`src/rtl/hilo_ctrl.sv`:
```
// hilo_ctrl: HI/LO register file with multi-cycle multiply sequencing and pipeline stall
module hilo_ctrl #(
  parameter int MUL_LAT = 4
) (
  input  logic        clk,
  input  logic        reset,
  input  logic        op_valid,
  input  logic [1:0]  op,
  input  logic [31:0] rs_data,
  input  logic [31:0] rt_data,
  input  logic        mf_req,
  input  logic        mf_sel,
  output logic [31:0] rd_data,
  output logic        stall,
  output logic        busy,
  output logic [31:0] mul_a,
  output logic [31:0] mul_b,
  input  logic [63:0] mult_z,
  input  logic [63:0] multu_z,
  output logic [31:0] hi,
  output logic [31:0] lo
);
  typedef enum logic {IDLE, RUN} state_t;
  state_t     state;
  logic [3:0] cnt;
  logic       sgn;
  assign busy    = state == RUN;
  assign stall   = busy & (op_valid | mf_req);
  assign rd_data = mf_sel ? hi : lo;
  // Accept ops only in IDLE; count the multiply down in RUN, then commit the selected product
  always_ff @(posedge clk or negedge reset)
    if (!reset) begin
      state <= IDLE;
      cnt   <= '0;
      sgn   <= 1'b0;
      mul_a <= '0;
      mul_b <= '0;
      hi    <= '0;
      lo    <= '0;
    end else if (state == IDLE) begin
      if (op_valid && !op[1]) begin
        mul_a <= rs_data;
        mul_b <= rt_data;
        sgn   <= ~op[0];
        cnt   <= 4'(MUL_LAT - 1);
        state <= RUN;
      end else if (op_valid && op[0]) lo <= rs_data;
      else if (op_valid) hi <= rs_data;
    end else if (cnt != 4'd0) cnt <= cnt - 4'd1;
    else begin
      {hi, lo} <= sgn ? mult_z : multu_z;
      state    <= IDLE;
    end
endmodule

```
`config.mk`:
```
export PLATFORM = sky130hd
export DESIGN_NAME = hilo_ctrl
export DESIGN_NICKNAME = d
export VERILOG_FILES = /design/src/rtl/hilo_ctrl.sv
export SDC_FILE = /design/constraint.sdc
export NUM_CORES = 1
export LEC_CHECK = 0
export CAP_MARGIN = 20
export CORE_ASPECT_RATIO = 1.2
export CORE_MARGIN = 4
export CORE_UTILIZATION = 30
export CTS_CLUSTER_DIAMETER = 30
export DETAILED_ROUTE_END_ITERATION = 10
export PLACE_DENSITY_LB_ADDON = 0.05
export SYNTH_ARGS = -nofsm -noshare
export SYNTH_HDL_FRONTEND = slang
export SYNTH_SLANG_ARGS = --single-unit
export TNS_END_PERCENT = 5
```
`constraint.sdc`:
```
create_clock -name clk -period 2 [get_ports clk]
set_clock_uncertainty 0.1 [all_clocks]
set_input_delay 0.4 -clock clk [delete_from_list [all_inputs] [get_ports clk]]
set_output_delay 0.4 -clock clk [all_outputs]
set_load 0.02 [all_outputs]
```
Figure 1. Signal wires on met1 (run 1).
Scale bar: 50 µm. Supply wires on this layer in gray. Cells faint in the background.
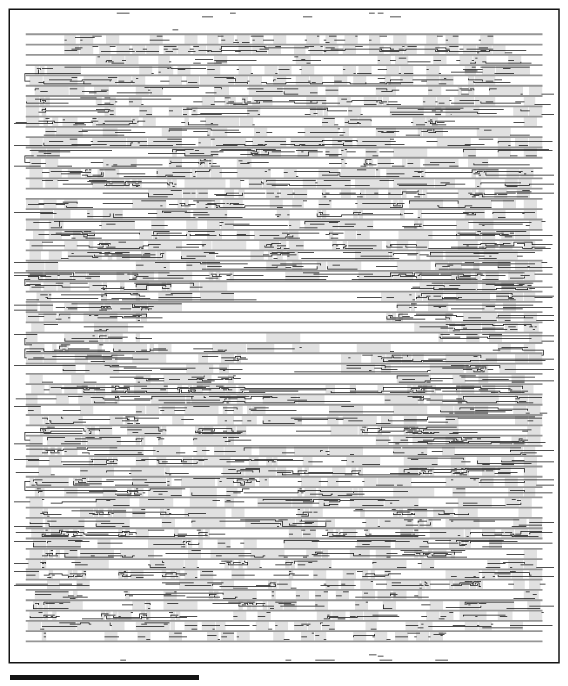
longest straight run	41.4 µm
nets with wire on the layer	1091

Figure 2. Nets reached from selected ports (run 1).
Scale bar: 50 µm.
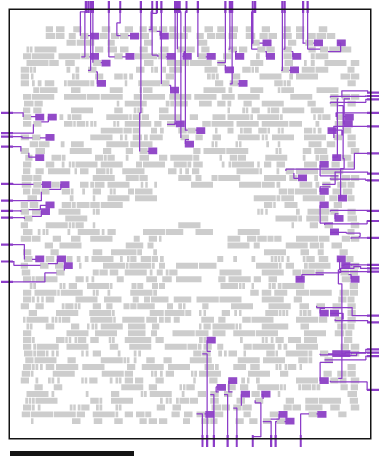
color	port	bits	direction	edge	end cells	wire
purple	multu_z	64	input	24 top, 20 right, 11 left, 9 bottom	64	1580 µm

==> ci_impl_report.md, run 1 <==
### Yosys + OpenROAD results

| Metric | Value |
|---|---|
| Status | finished with violations |
| Failing checks | setup timing |
| Placed Area | 10900 µm² |
| CTS buffer count | 17 |
| Hold Worst Slack | 0.363 ns |
| CP Launch Type | flip-flop |
| Top cell category | buffers |
| Relative slew slack | 75.3% |
| Fp util | 30.8% |
| Cycle use final | 100% |
| Post-route ant nets | 0 |
| Mapped Area | 6750 µm² |
| Max-cap viol count | 0 |
| Worst-path clk slew | 0.06 ns |
| CTS tree | yes |
| Hold buffers post-CTS | 1 |
| Sw Share | 39.2% |
| Synth Register Bits | 134 |
| # diodes | 0 |
| Worst slack, placed | -0.220 ns |
| GP Congestion | 0.761 |
| Total GRT Usage | 18.5% |
| WS Path Type | reg -> reg |
| Req. time, crit path | 2.20 ns |
| H-tree depth | 4 |
| DRT Pass-1 Iters | 4 |
| Total Neg Setup Slack | -0.0174 ns |
| Synth Instances | 654 |
| Logic share of the area | 27.6% |
| Synth area leader | dfrtp_1 |
| Logic Gate Count | 473 |
| Crit-path most repeated cell | buf_12 |
| Crit path capture type | flip-flop |
| Minimum clock period | 2.00 ns |
| First-pass GRT wire length | 35.9 mm |
| Wire per inst | 18.3 µm |
| Count of tool warnings | 30 |
| Comb pwr share | 56.6% |
| Synth logic family | multiplexers |
| Critical path data arrival time | 2.20 ns |
| Initial DRC count | 206 |
| Setup-failing EPs final | 8 |
| Placed insts | 1285 |
| Slew of the pin with the lowest slew margin | 0.360 ns |
| Crit-path cells | inv_2, ha_1, or3b_4, mux2i_4, buf_12, buf_12, mux2_4 |
| Clk_buf instances | 17 |
| Avg Inst Size Synth | 10.3 µm² |
| Vias in the first global route | 6204 |
| IR drop worst, VDD | 681 µV |
| Distinct lib cells used | 27 |
| YS chip area | 6750 µm² |
| Antenna violations before repair | 0 |
| Signal buffers | 409 |
| Synth Seq Share | 49.7% |
| Post-Syn Nets | 855 |
| Fraction of area in clock buffers and inverters | 5.47% |
| Logic area | 3240 µm² |
| Internal power | 11.9 mW |
| Tap Count | 274 |
| Postcts setup bufs | 1 |
| Clock Power Share | 17.5% |
| Ys cells | 654 |
| Bufs on Longest Clock Path | 2 |
| Quantity of gates resized following cts | 43 |
| Die W | 145 µm |
| Fmax | 499 MHz |
| Utilization after layout | 53.5% |
| Lkg Pwr | 5.29 nW |
| RSZ-0062 raised after global routing | yes |
| Biggest area cells | dfrtp_1 (50%), mux2_2 (12%), nand2_1 (11%) |
| Yosys top cell area share | 49.7% |
| Overall power | 19.5 mW |
| Psw | 7.66 mW |
| Adder-cell share of the synthesized area | 0.371% |
| Die height | 172 µm |
| # rows | 59 |
| Num sequential | 134 |
| Via-to-Cell Ratio | 4.57 |
| Remaining DRCs | 0 |
| Congestion Overflow GR | 0 |
| CP bufs+invs | 3 |
| Worst-path fanout max | 8 |
| AND/OR/NAND/NOR Cells, Area Fraction | 13.5% |
| Mux area share | 27.2% |
| Yosys aoi share | 5.56% |
| Cell Pwr Density | 1660 nW/µm² |
| Insertion Delay late pin | 0.41 ns |
| Slowest-stage cell, CP | or3b_4 |
| Largest net degree at the start of global routing | 40 |
| Max incr delay on CP | 0.41 ns |
| Final instance area | 11700 µm² |
| Area grow syn2layout | 73.7% |
| YS warnings | 0 |
| HP Class | in -> async |
| Cell Count, Final, Fillers Out | 1324 |
| Xor/xnor share | 0% |
| PortBufs | 360 |
| Routed Wire Length | 24.3 mm |
| Non-clock buffers, area share | 35.3% |
| Inverters | 2 |
| Final Max Tran Viols | 0 |
| Clk root buf | clkbuf_16 |
| Share of cells above drive strength 1 | 17.5% |
| Most numerous logic cell after layout | clkdlybuf4s50_1 |
| Hold Violations, Final | 0 |
| Top Family by Delay on Critical Path | multiplexers |
| Sequential Power Share | 25.9% |
| Io pins | 361 |
| Vias | 6054 |
| Clock sink count | 134 |
| Most frequent cells in the layout | clkdlybuf4s50_1 (312), nand2_1 (197), dfrtp_1 (132), mux2i_1 (66), a21oi_1 (64) |
| # nets final | 1238 |
| Core Region | 21900 µm² |
| Post-DP HPWL | 18.3 mm |
| Fillers | 2005 |
| Final worst slack | -0.00281 ns |
| Reg area | 3360 µm² |
| DIE AREA | 25000 µm² |
| Seq area share | 28.7% |
Figure 3. Wiring by layer (run 1).
Two of the layers only.
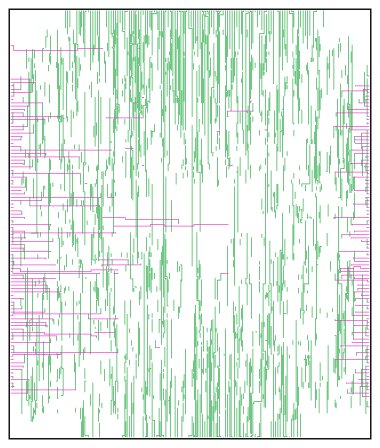
color	layer	wire length
green	M2	12200 µm
magenta	M3	1670 µm

[run 1: cell usage after synthesis]
library cell,n
mux2_2,72
nor3_1,1
mux2i_4,1
o21a_1,1
nand3_1,2
mux2i_1,66
nand3b_1,1
a31oi_1,3
o21ai_0,1
mux2_4,20
clkbuf_1,15
buf_2,12
a21oi_1,64
buf_6,7
or3b_2,1
and3_2,1
ha_1,2
nand2_1,197
inv_1,2
dfrtp_1,134
buf_1,11
nor2_1,32
nor3b_1,1
a211oi_1,1
mux2_1,4
a21oi_4,1
or3b_1,1
[run 1: power by group through the flow]
stage               combinational [mW]  clock (mW)  sequential (mW)
floorplan                         4.45           0             6.46
global placement                  11.0           0             5.13
global route                      11.8        3.63             5.25
CTS                               10.8        3.51             5.06
detailed placement                11.0           0             5.14
finish                            11.0        3.42             5.06
[run 1: worst paths after layout]
path                           start         to  slack (ns)  cells after the start
hold / removal                 reset     hi[25]        0.36                      2
setup reg to reg              cnt[0]      hi[9]      -0.003                      7
hold reg to reg            mul_b[23]  mul_b[23]        0.37                      2
max in group asynchronous      reset   mul_a[2]        0.83                      3
setup / recovery              cnt[0]      hi[9]      -0.003                      7
min in group clk           mul_b[23]  mul_b[23]        0.37                      2
[run 1: logic make-up after synthesis]
group | Yosys count
and+or+nand+nor | 237
DFF | 134
buffers and inverters | 47
AOI/OAI and AO/OA | 71
adders and majority gates | 2
muxes | 163
[run 1: metal layers]
layer	up-vias	routed length [µm]	GRT usage (%)
li1	2987	-	-
met1	2819	9910	21.9
met2	223	12200	32.5
met3	25	1670	5.74
met4	0	459	5.70
met5	-	0	0
[run 1: sequential cells by signal (all words and copies together) (netlist names)]
signal / flops
busy: 1
hi: 32
mul_b: 32
mul_a: 32
sgn: 1
cnt: 4
lo: 32
Figure 4. Routing congestion (run 1).
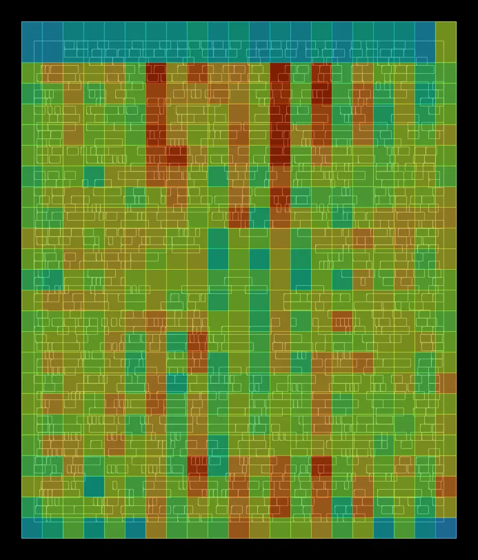

==> run 2: changes to the inputs <==
==> constraint.sdc (replaced) <==
create_clock -name clk -period 1.9 [get_ports clk]
set_clock_uncertainty 0.1 [all_clocks]
set_input_delay 0.38 -clock clk [delete_from_list [all_inputs] [get_ports clk]]
set_output_delay 0.38 -clock clk [all_outputs]
set_load 0.02 [all_outputs]
Figure 5. Routing congestion (run 2).
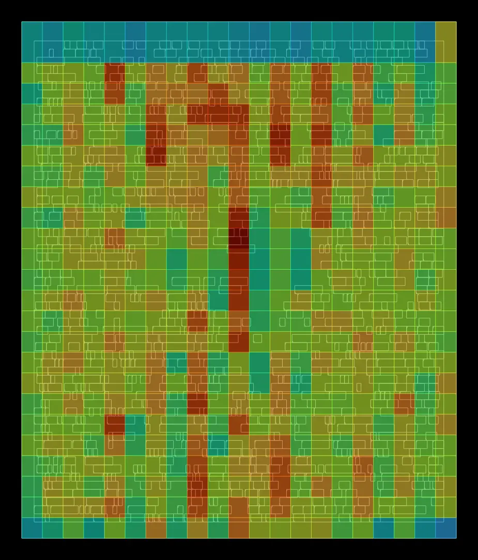
global routing met1 resource utilization: 22.0%
GR Layer Usage met2: 33.4%
wire per inst: 18.8 µm
GR peak layer: met2

==> run 2 against run 1 <==
Net effect:
- the run still ends with setup timing left
- maximum frequency fell by 2.1%
- via count rose by 2.4%
- die area did not move
- count of clock-buffer cells in the layout rose by 1
- area after synthesis did not move
- global-route usage rose by 0.16 points
- final cell count rose by 0.91%
- cell area rose by 1.2%
- non-clock buffer count rose by 12
- critical path type unchanged
- highest routed layer unchanged
==> ci_impl_report.md, run 2 <==
### Yosys + OpenROAD results

| Metric | Value |
|---|---|
| Status | finished with violations |
| Failing checks | setup timing |
| Logic area | 3320 µm² (+2.5%) |
| Antenna violations before repair | 0 (unchanged) |
| R2R setup slack | -0.15 ns (-0.14 ns) |
| CTS tree | yes |
| List of most frequent post-synthesis cells | nand2_1 (197), dfrtp_1 (134), mux2_2 (72) |
| CP Launch Type | flip-flop |
| Synth Instances | 654 (unchanged) |
| Cell Pwr Density | 1710 nW/µm² (+3.0%) |
| CTS buffer count | 17 (unchanged) |
| Worst-path fanout max | 6 (-2) |
| Max-cap viol count | 0 (unchanged) |
| Total GRT Usage | 18.7% (+0.16 points) |
| Fmax | 489 MHz (-2.1%) |
| Synth Seq Share | 49.7% (unchanged) |
| Top FF cell, synth | dfrtp_1 |
| Most frequent cells in the layout | clkdlybuf4s50_1 (204), nand2_1 (197), dfrtp_1 (132), dlygate4sd2_1 (84), mux2i_1 (66) |
| Crit-path cells | inv_2, ha_4, or3b_4, a21oi_4, buf_12, clkbuf_16, mux2_4 |
| Distinct lib cells used | 27 (unchanged) |
| Final instance area | 11900 µm² (+1.2%) |
| Ys async rst share | 100% (unchanged) |
| Largest net degree at the start of global routing | 39 (-2.5%) |
| Cell Count, Final, Fillers Out | 1336 (+0.91%) |
| Final Max Tran Viols | 0 (unchanged) |
| Die W | 145 µm (unchanged) |
| Post-synth EDFFs | 0 (unchanged) |
| Biggest area cells | dfrtp_1 (50%), mux2_2 (12%), nand2_1 (11%) |
| Worst-path clk slew | 0.06 ns (about the same) |
| Final worst slack | -0.146 ns (-0.143 ns) |
| Bufs on Longest Clock Path | 2 (unchanged) |
| H-tree depth | 4 (unchanged) |
| Fillers | 2028 (+1.1%) |
| Area grow syn2layout | 75.7% |
| Initial DRC count | 226 (+9.7%) |
| # nets final | 1250 (+0.97%) |
| Minimum clock period | 2.05 ns (+0.0429 ns) |
| Post-Syn Nets | 855 (unchanged) |
| Reg area | 3360 µm² (unchanged) |
| Slew of the pin with the lowest slew margin | 0.358 ns (-0.00147 ns) |
| Most numerous logic cell after layout | clkdlybuf4s50_1 |
| Max incr delay on CP | 0.41 ns (about the same) |
| DRT Pass-1 Iters | 4 (unchanged) |
| Hold Violations, Final | 0 (unchanged) |
| Overall power | 20.3 mW (+4.2%) |
| # rows | 59 (unchanged) |
| Grt met3 use | 6.11% (+0.37 points) |
| Yosys top cell area share | 49.7% (unchanged) |
| Mapped Area | 6750 µm² (unchanged) |
| Crit path capture type | flip-flop |
| Top-count cell post-synth | nand2_1 |
| HP Class | in -> async |
| DIE AREA | 25000 µm² (unchanged) |
| PortBufs | 360 (unchanged) |
| Relative slew slack | 75.4% (+0.10 points) |
| RSZ-0062 raised after global routing | yes |
| Routed Wire Length | 25.1 mm (+3.5%) |
| Worst slack, placed | -0.290 ns (-0.0703 ns) |
| Post-route ant nets | 0 (unchanged) |
| IR drop worst, VDD | 838 µV (+23%) |
| Synth area leader | dfrtp_1 |
| Worst reg2reg startpoint | cnt[1] |
| Clock sink count | 134 (unchanged) |
| Lkg Pwr | 5.89 nW (+11%) |
| # diodes | 0 (unchanged) |
| Via-to-Cell Ratio | 4.64 (+1.5%) |
| Io pins | 361 (unchanged) |
| CP bufs+invs | 3 (unchanged) |
| YS warnings | 0 (unchanged) |
| Cycle use final | 108% (+7.5 points) |
| Congestion Overflow GR | 0 (unchanged) |
| Post-DP HPWL | 18.6 mm (+1.6%) |
| YS chip area | 6750 µm² (unchanged) |
| Met2 wire len | 12.9 mm (+5.5%) |
| GP Congestion | 0.771 (+1.4%) |
| Placed insts | 1293 (+0.62%) |
| Count of tool warnings | 30 (unchanged) |
| Reg2reg end | lo[11] |
| Share of cells above drive strength 1 | 21.0% (+3.5 points) |
| Placed Area | 11000 µm² (+0.78%) |
| Avg Inst Size Synth | 10.3 µm² (unchanged) |
| Critical path data arrival time | 2.24 ns (+0.04 ns) |
| DR top layer | met4 |
| Vias in the first global route | 6352 (+2.4%) |
| Post-Route M1 WL | 10.2 mm (+3.4%) |
| First-pass GRT wire length | 36.5 mm (+1.6%) |
| Insertion Delay late pin | 0.41 ns (about the same) |
| Die height | 172 µm (unchanged) |
| Req. time, crit path | 2.09 ns (-0.11 ns) |
| Vias | 6198 (+2.4%) |
| Slowest-stage cell, CP | or3b_4 |
| Clk root buf | clkbuf_16 |
| Fp util | 30.8% (unchanged) |
| Synth Register Bits | 134 (unchanged) |
| R2r worst-path depth | 7 (unchanged) |
| Setup-failing EPs final | 64 (+56) |
| WS Path Type | reg -> reg |
| Remaining DRCs | 0 (unchanged) |
| DR WL met3 | 1.71 mm (+2.5%) |
| Core Region | 21900 µm² (unchanged) |
| Ys cells | 654 (unchanged) |
| Top Family by Delay on Critical Path | buffers and inverters |
## run 2: where the power goes
| part | leakage, nW | internal (mW) | switching (mW) |
|---|---|---|---|
| Sequential | 1.60 | 4.31 | 0.971 |
| Combinational | 4.01 | 5.87 | 5.95 |
| Clock | 0.282 | 1.87 | 1.36 |
| Total | 5.89 | 12.1 | 8.28 |
## run 2: worst max-delay path by stage
stage          endpoint     start  depth (start not counted)
2_1_floorplan    hi[21]    cnt[0]                          7
3_3_place_gp      stall  op_valid                          3
3_5_place_dp      stall  op_valid                          3
4_1_cts          hi[20]    cnt[1]                          6
5_1_grt          lo[11]    cnt[0]                          7
6_report         lo[11]    cnt[1]                          7
## run 2: cells by family (layout without fill, tap and decap cells)
| logic type | after synthesis | count (layout) | synth area share [%] |
|---|---|---|---|
| simple gates | 237 | 237 | 13.5 |
| fa+ha+maj | 2 | 2 | 0.371 |
| compound gates | 71 | 71 | 5.56 |
| mux | 163 | 163 | 27.2 |
| flops | 134 | 134 | 49.7 |
| buf+inv | 47 | 455 | 3.61 |
## run 2: per-stage QoR
step	util, %	hold WS (ns)	setup TNS, ns
6_report	54.1	0.329	-7.04
5_1_grt	54.1	0.358	-9.58
4_1_cts	52.4	0.327	-4.77
3_5_place_dp	50.2	0.206	-33.53
3_3_place_gp	50.2	0.207	-30.07
2_1_floorplan	-	-0.0156	-6.21
## run 2: repair_timing
action                                 in CTS  in global routing
setup endpoints to repair                 181                160
endpoints found under the hold margin      31                  0
resized                                   147                118
hold buffers                                1                  0
pin swaps                                   1                  2
setup buffers                               1                  3
cloned                                      0                  6
## run 2: final cells by class
class	count	share of cell area, %
flip-flops and latches	134	28.3
repair buffers	421	35.8
clock inverters	14	1.20
multi-input cells	473	28.0
inverters	2	0.0633
clock buffers	18	3.70
well taps	274	2.89
Power is estimated from default activity; no workload was simulated.
